**src/rtl/obd_frame_tx.sv**
```systemverilog
// Snapshots OBD telemetry into a 13-byte frame and sends it over an 8N1 UART line.
// Define OBD_CRC8_EN to replace the trailing XOR checksum with a CRC-8 (poly 0x07).
module obd_frame_tx #(
    parameter int CLK_HZ = 50_000_000,
    parameter int BAUD   = 115_200
) (
    input  logic        clk,
    input  logic        rst,
    input  logic        send_tick,
    input  logic        engine_on,
    input  logic [7:0]  speed,
    input  logic [13:0] rpm,
    input  logic [7:0]  fuel,
    input  logic [7:0]  temp,
    input  logic [31:0] odometer_raw,
    input  logic [2:0]  gear_num,
    input  logic        ess_trigger,
    output logic        tx,
    output logic        busy,
    output logic [7:0]  frame_cnt
);

    localparam int CLKS_PER_BIT = CLK_HZ / BAUD;
    localparam int CNT_W        = $clog2(CLKS_PER_BIT);
    localparam logic [CNT_W-1:0] CNT_MAX = CNT_W'(CLKS_PER_BIT - 1);

    localparam logic [1:0] ST_IDLE  = 2'd0;
    localparam logic [1:0] ST_START = 2'd1;
    localparam logic [1:0] ST_DATA  = 2'd2;
    localparam logic [1:0] ST_STOP  = 2'd3;

    function automatic logic [7:0] chk_update(input logic [7:0] acc, input logic [7:0] b);
        logic [7:0] c;
`ifdef OBD_CRC8_EN
        c = acc ^ b;
        for (int i = 0; i < 8; i++) begin
            c = c[7] ? ((c << 1) ^ 8'h07) : (c << 1);
        end
`else
        c = acc ^ b;
`endif
        return c;
    endfunction

    logic [1:0]       state_q, state_d;
    logic [CNT_W-1:0] cnt_q, cnt_d;
    logic [2:0]       bit_q, bit_d;
    logic [3:0]       byte_q, byte_d;
    logic [7:0]       shift_q, shift_d;
    logic [7:0]       chk_q, chk_d;
    logic [7:0]       frame_cnt_q, frame_cnt_d;
    logic             pending_q, pending_d;
    logic             sticky_q, sticky_d;

    logic [7:0]  seq_s_q, speed_s_q, fuel_s_q, temp_s_q;
    logic [13:0] rpm_s_q;
    logic [31:0] odo_s_q;
    logic [2:0]  gear_s_q;
    logic        eng_s_q, ess_s_q;

    logic       wrap;
    logic       snap;
    logic [3:0] nxt_idx;
    logic [7:0] load_byte;

    assign wrap = (cnt_q == CNT_MAX);

    always_comb begin
        nxt_idx = byte_q + 4'd1;
        case (nxt_idx)
            4'd1:    load_byte = seq_s_q;
            4'd2:    load_byte = speed_s_q;
            4'd3:    load_byte = {2'b00, rpm_s_q[13:8]};
            4'd4:    load_byte = rpm_s_q[7:0];
            4'd5:    load_byte = fuel_s_q;
            4'd6:    load_byte = temp_s_q;
            4'd7:    load_byte = odo_s_q[31:24];
            4'd8:    load_byte = odo_s_q[23:16];
            4'd9:    load_byte = odo_s_q[15:8];
            4'd10:   load_byte = odo_s_q[7:0];
            4'd11:   load_byte = {eng_s_q, ess_s_q, gear_s_q, 3'b000};
            default: load_byte = chk_q;
        endcase
    end

    always_comb begin
        state_d     = state_q;
        cnt_d       = cnt_q;
        bit_d       = bit_q;
        byte_d      = byte_q;
        shift_d     = shift_q;
        chk_d       = chk_q;
        frame_cnt_d = frame_cnt_q;
        pending_d   = pending_q;
        sticky_d    = sticky_q | ess_trigger;
        snap        = 1'b0;

        if (state_q != ST_IDLE) begin
            cnt_d = wrap ? '0 : cnt_q + CNT_W'(1);
            if (send_tick) pending_d = 1'b1;
        end

        case (state_q)
            ST_IDLE: begin
                if (send_tick) snap = 1'b1;
            end
            ST_START: begin
                if (wrap) begin
                    state_d = ST_DATA;
                    bit_d   = 3'd0;
                end
            end
            ST_DATA: begin
                if (wrap) begin
                    shift_d = {1'b0, shift_q[7:1]};
                    if (bit_q == 3'd7) state_d = ST_STOP;
                    else               bit_d   = bit_q + 3'd1;
                end
            end
            ST_STOP: begin
                if (wrap) begin
                    if (byte_q != 4'd12) begin
                        byte_d  = nxt_idx;
                        shift_d = load_byte;
                        if (nxt_idx != 4'd12) chk_d = chk_update(chk_q, load_byte);
                        state_d = ST_START;
                    end else begin
                        frame_cnt_d = frame_cnt_q + 8'd1;
                        // A tick landing on the final edge is treated like a pending request.
                        if (pending_q || send_tick) begin
                            snap = 1'b1;
                        end else begin
                            state_d = ST_IDLE;
                            byte_d  = 4'd0;
                        end
                        pending_d = 1'b0;
                    end
                end
            end
            default: state_d = ST_IDLE;
        endcase

        if (snap) begin
            state_d  = ST_START;
            cnt_d    = '0;
            bit_d    = 3'd0;
            byte_d   = 4'd0;
            shift_d  = 8'hA5;
            chk_d    = 8'h00;
            sticky_d = 1'b0;
        end
    end

    always_ff @(posedge clk or negedge rst) begin
        if (!rst) begin
            state_q     <= ST_IDLE;
            cnt_q       <= '0;
            bit_q       <= 3'd0;
            byte_q      <= 4'd0;
            chk_q       <= 8'h00;
            frame_cnt_q <= 8'h00;
            pending_q   <= 1'b0;
            sticky_q    <= 1'b0;
        end else begin
            state_q     <= state_d;
            cnt_q       <= cnt_d;
            bit_q       <= bit_d;
            byte_q      <= byte_d;
            chk_q       <= chk_d;
            frame_cnt_q <= frame_cnt_d;
            pending_q   <= pending_d;
            sticky_q    <= sticky_d;
        end
    end

    // Frame payload holds no reset; it is always reloaded before use.
    always_ff @(posedge clk) begin
        shift_q <= shift_d;
        if (snap) begin
            seq_s_q   <= frame_cnt_d;
            speed_s_q <= speed;
            rpm_s_q   <= rpm;
            fuel_s_q  <= fuel;
            temp_s_q  <= temp;
            odo_s_q   <= odometer_raw;
            gear_s_q  <= gear_num;
            eng_s_q   <= engine_on;
            ess_s_q   <= sticky_q | ess_trigger;
        end
    end

    always_comb begin
        tx = 1'b1;
        case (state_q)
            ST_START: tx = 1'b0;
            ST_DATA:  tx = shift_q[0];
            default:  tx = 1'b1;
        endcase
    end

    assign busy      = (state_q != ST_IDLE);
    assign frame_cnt = frame_cnt_q;

endmodule

```
**config.mk**
```make
export PLATFORM = sky130hd
export DESIGN_NAME = obd_frame_tx
export DESIGN_NICKNAME = d
export VERILOG_FILES = /design/src/rtl/obd_frame_tx.sv
export SDC_FILE = /design/constraint.sdc
export NUM_CORES = 1
export LEC_CHECK = 0
export CORE_MARGIN = 8
export CORE_UTILIZATION = 60
export CTS_BUF_LIST = sky130_fd_sc_hd__clkbuf_4 sky130_fd_sc_hd__clkbuf_8
export DETAILED_ROUTE_END_ITERATION = 12
export DONT_BUFFER_PORTS = 1
export PLACE_DENSITY = 0.77
export REMOVE_ABC_BUFFERS = 1
export SYNTH_ARGS = -nofsm -noshare
export SYNTH_HDL_FRONTEND = slang
export SYNTH_SLANG_ARGS = --single-unit
```
**constraint.sdc**
```tcl
create_clock -name clk -period 4.7 [get_ports clk]
set_clock_uncertainty 0.05 [all_clocks]
set_input_delay 0.705 -clock clk [delete_from_list [all_inputs] [get_ports clk]]
set_output_delay 0.705 -clock clk [all_outputs]
set_load 0.02 [all_outputs]
```
**The metal 1 layer**

Scale bar: 20 um. Supply wires on this layer in grey.
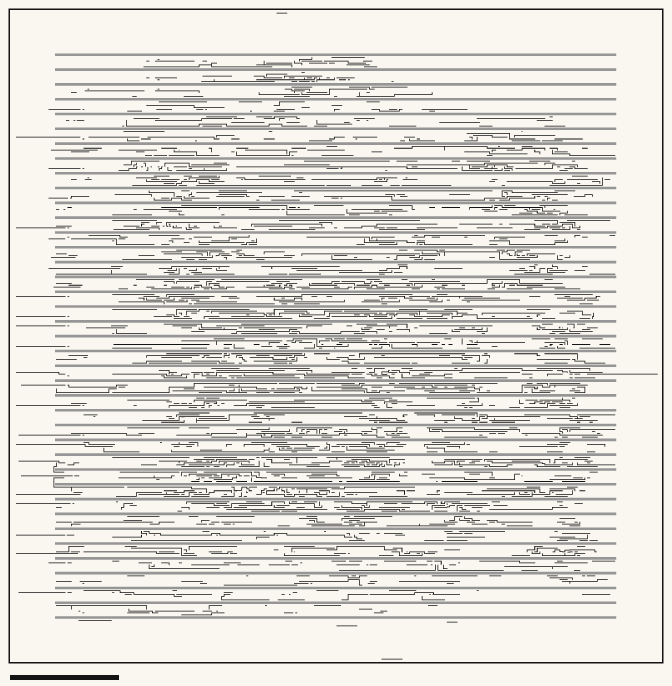
The longest straight run is 36.3 um. The wires run mostly horizontal.
GRT met1 Usage: 29.8%
Vias: 5055
total routed wirelength: 16600 um

**The metal 2 layer**

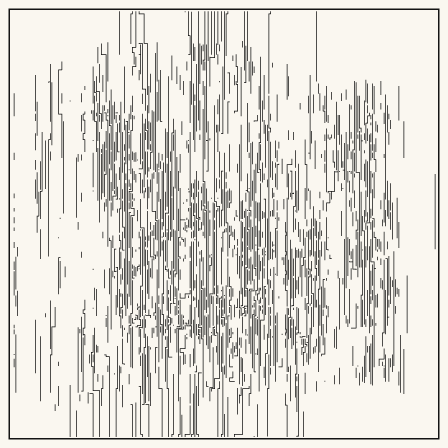
The longest straight run is 45.6 um. The wires run mostly vertical. The layer holds 49% of the routed length. The layer carries 8060 um of wire. 578 nets have wire on it.
met2 usage: 36.8%

==> flip-flops by register name, indices dropped and copies added (netlist names) <==
signal and count:
bit_q 3, byte_q 4, chk_q 8, cnt_q 9, eng_s_q 1, ess_s_q 1
frame_cnt 8, fuel_s_q 8, gear_s_q 3, odo_s_q 32, pending_q 1, rpm_s_q 14
seq_s_q 8, shift_q 8, speed_s_q 8, state_q 2, sticky_q 1, temp_s_q 8
==> cells in the final DEF (no fill, tap or decap), types with 12 or more instances in the layout <==
cell type,n
buf_4,12
inv_1,16
nand2_1,48
a22oi_1,19
clkbuf_8,17
o21ai_0,37
nand4_1,14
o211ai_1,12
ha_1,15
mux2i_1,17
a21oi_1,24
nand3_1,29
dfrtp_1,36
nor2_1,37
edfxtp_1,83
==> worst max-delay path: stages, from the launching register on <==
cell and delay (ns):
dfrtp_1 0.57, ha_1 0.70, buf_4 0.33, nor3b_1 0.61
a31oi_1 0.20, o22ai_1 0.17, a2111oi_0 0.12, buf_4 0.20
or4_1 0.39, a21oi_1 0.14
==> layout make-up <==
cell class | instances | share of cell area [%]
tap | 140 | 2.49
inverter | 17 | 0.978
multi-input combinational | 405 | 38.0
clock buffer | 21 | 3.75
timing repair buffer | 13 | 1.57
clock inverter | 11 | 2.69
sequential | 127 | 50.5
==> worst min path at each step <==
stage | startpoint | slack, ns | cells after the start | end
after detailed placement | rst | 0.36 | 0 | bit_q[2]
after global placement | rst | 0.36 | 0 | bit_q[2]
final | rst | 0.04 | 1 | chk_q[4]
after global routing | rst | 0.03 | 1 | chk_q[4]
after CTS | rst | 0.02 | 1 | chk_q[4]
after floorplan | rst | 0.36 | 0 | bit_q[0]
==> flow_summary.yaml <==
# yosys + openroad results
global_routing:
  grt_max_degree: 56
  grt-ovfl-total: 0
  grt_busiest_layer: "met2"
  use_met3_pct: 5.35
  antenna_found_initial: 0
clocking:
  cts_buffers: 17
  clkLatencyLatePin_ns: 0.43
  post_cts_buffers: 0
  cts_tree: "yes"
  ctsResizeCount: 0
  root_buffer: "clkbuf_8"
timing:
  hold_violations: 0
  setup_ws_ns: 1.13
  timing.final.crit_share_pct: 75.9
  fmax_ghz: 0.280
  relSlewSlack_pct: 44.2
  setup_tns_ns: 0
  fin_crit_ns: 3.57
yosys:
  ff_type: "edfxtp_1"
  top_area_cell: "edfxtp_1"
  mux_area_share_pct: 3.33
  ys_ff: 127
  yosysSeqAreaShare_pct: 55.0
  synth_dominant_cell_count: "edfxtp_1"
  syn_area_um2: 6460
  synthDistinctLibCells: 67
  yosys_area_um2: 6460
  adder_share_pct: 2.91
layout:
  post-route-util_pct: 66.1
  register_area_um2: 3550
  fin_nets: 674
  nFillCells: 836
  fin_area_um2: 7040
placed_design:
  dp_slack_ns: 1.30
  place_area_um2: 6560
  routabilityCongestion: 0.993
power_and_ir_drop:
  p_switching_mw: 0.418
  intPower_mw: 1.84
  total_power_mw: 2.26
  power_frac_seq_pct: 52.6
  top_power_group: "sequential cells"
  p_leak_nw: 2.63
  seq_power_mw: 1.19
hold_path:
  hold_path.class: "in2async"
critical_path:
  critPathArrivalTime_ns: 3.87
  cp-startpoint: "byte_q[1]"
  r2r_slack_ns: 1.13
status:
  status: "completed"
detailed_routing:
  wl_met3_um: 1310
  wl_met2_um: 8060
  avgRoutedWirePerCell_um: 22.6
  wl_met1_um: 6860
  drc_errors: 0
floorplanning:
  fp.dieW_um: 120
job:
  maxCapViolations: 0
  openroad.warnings: 34
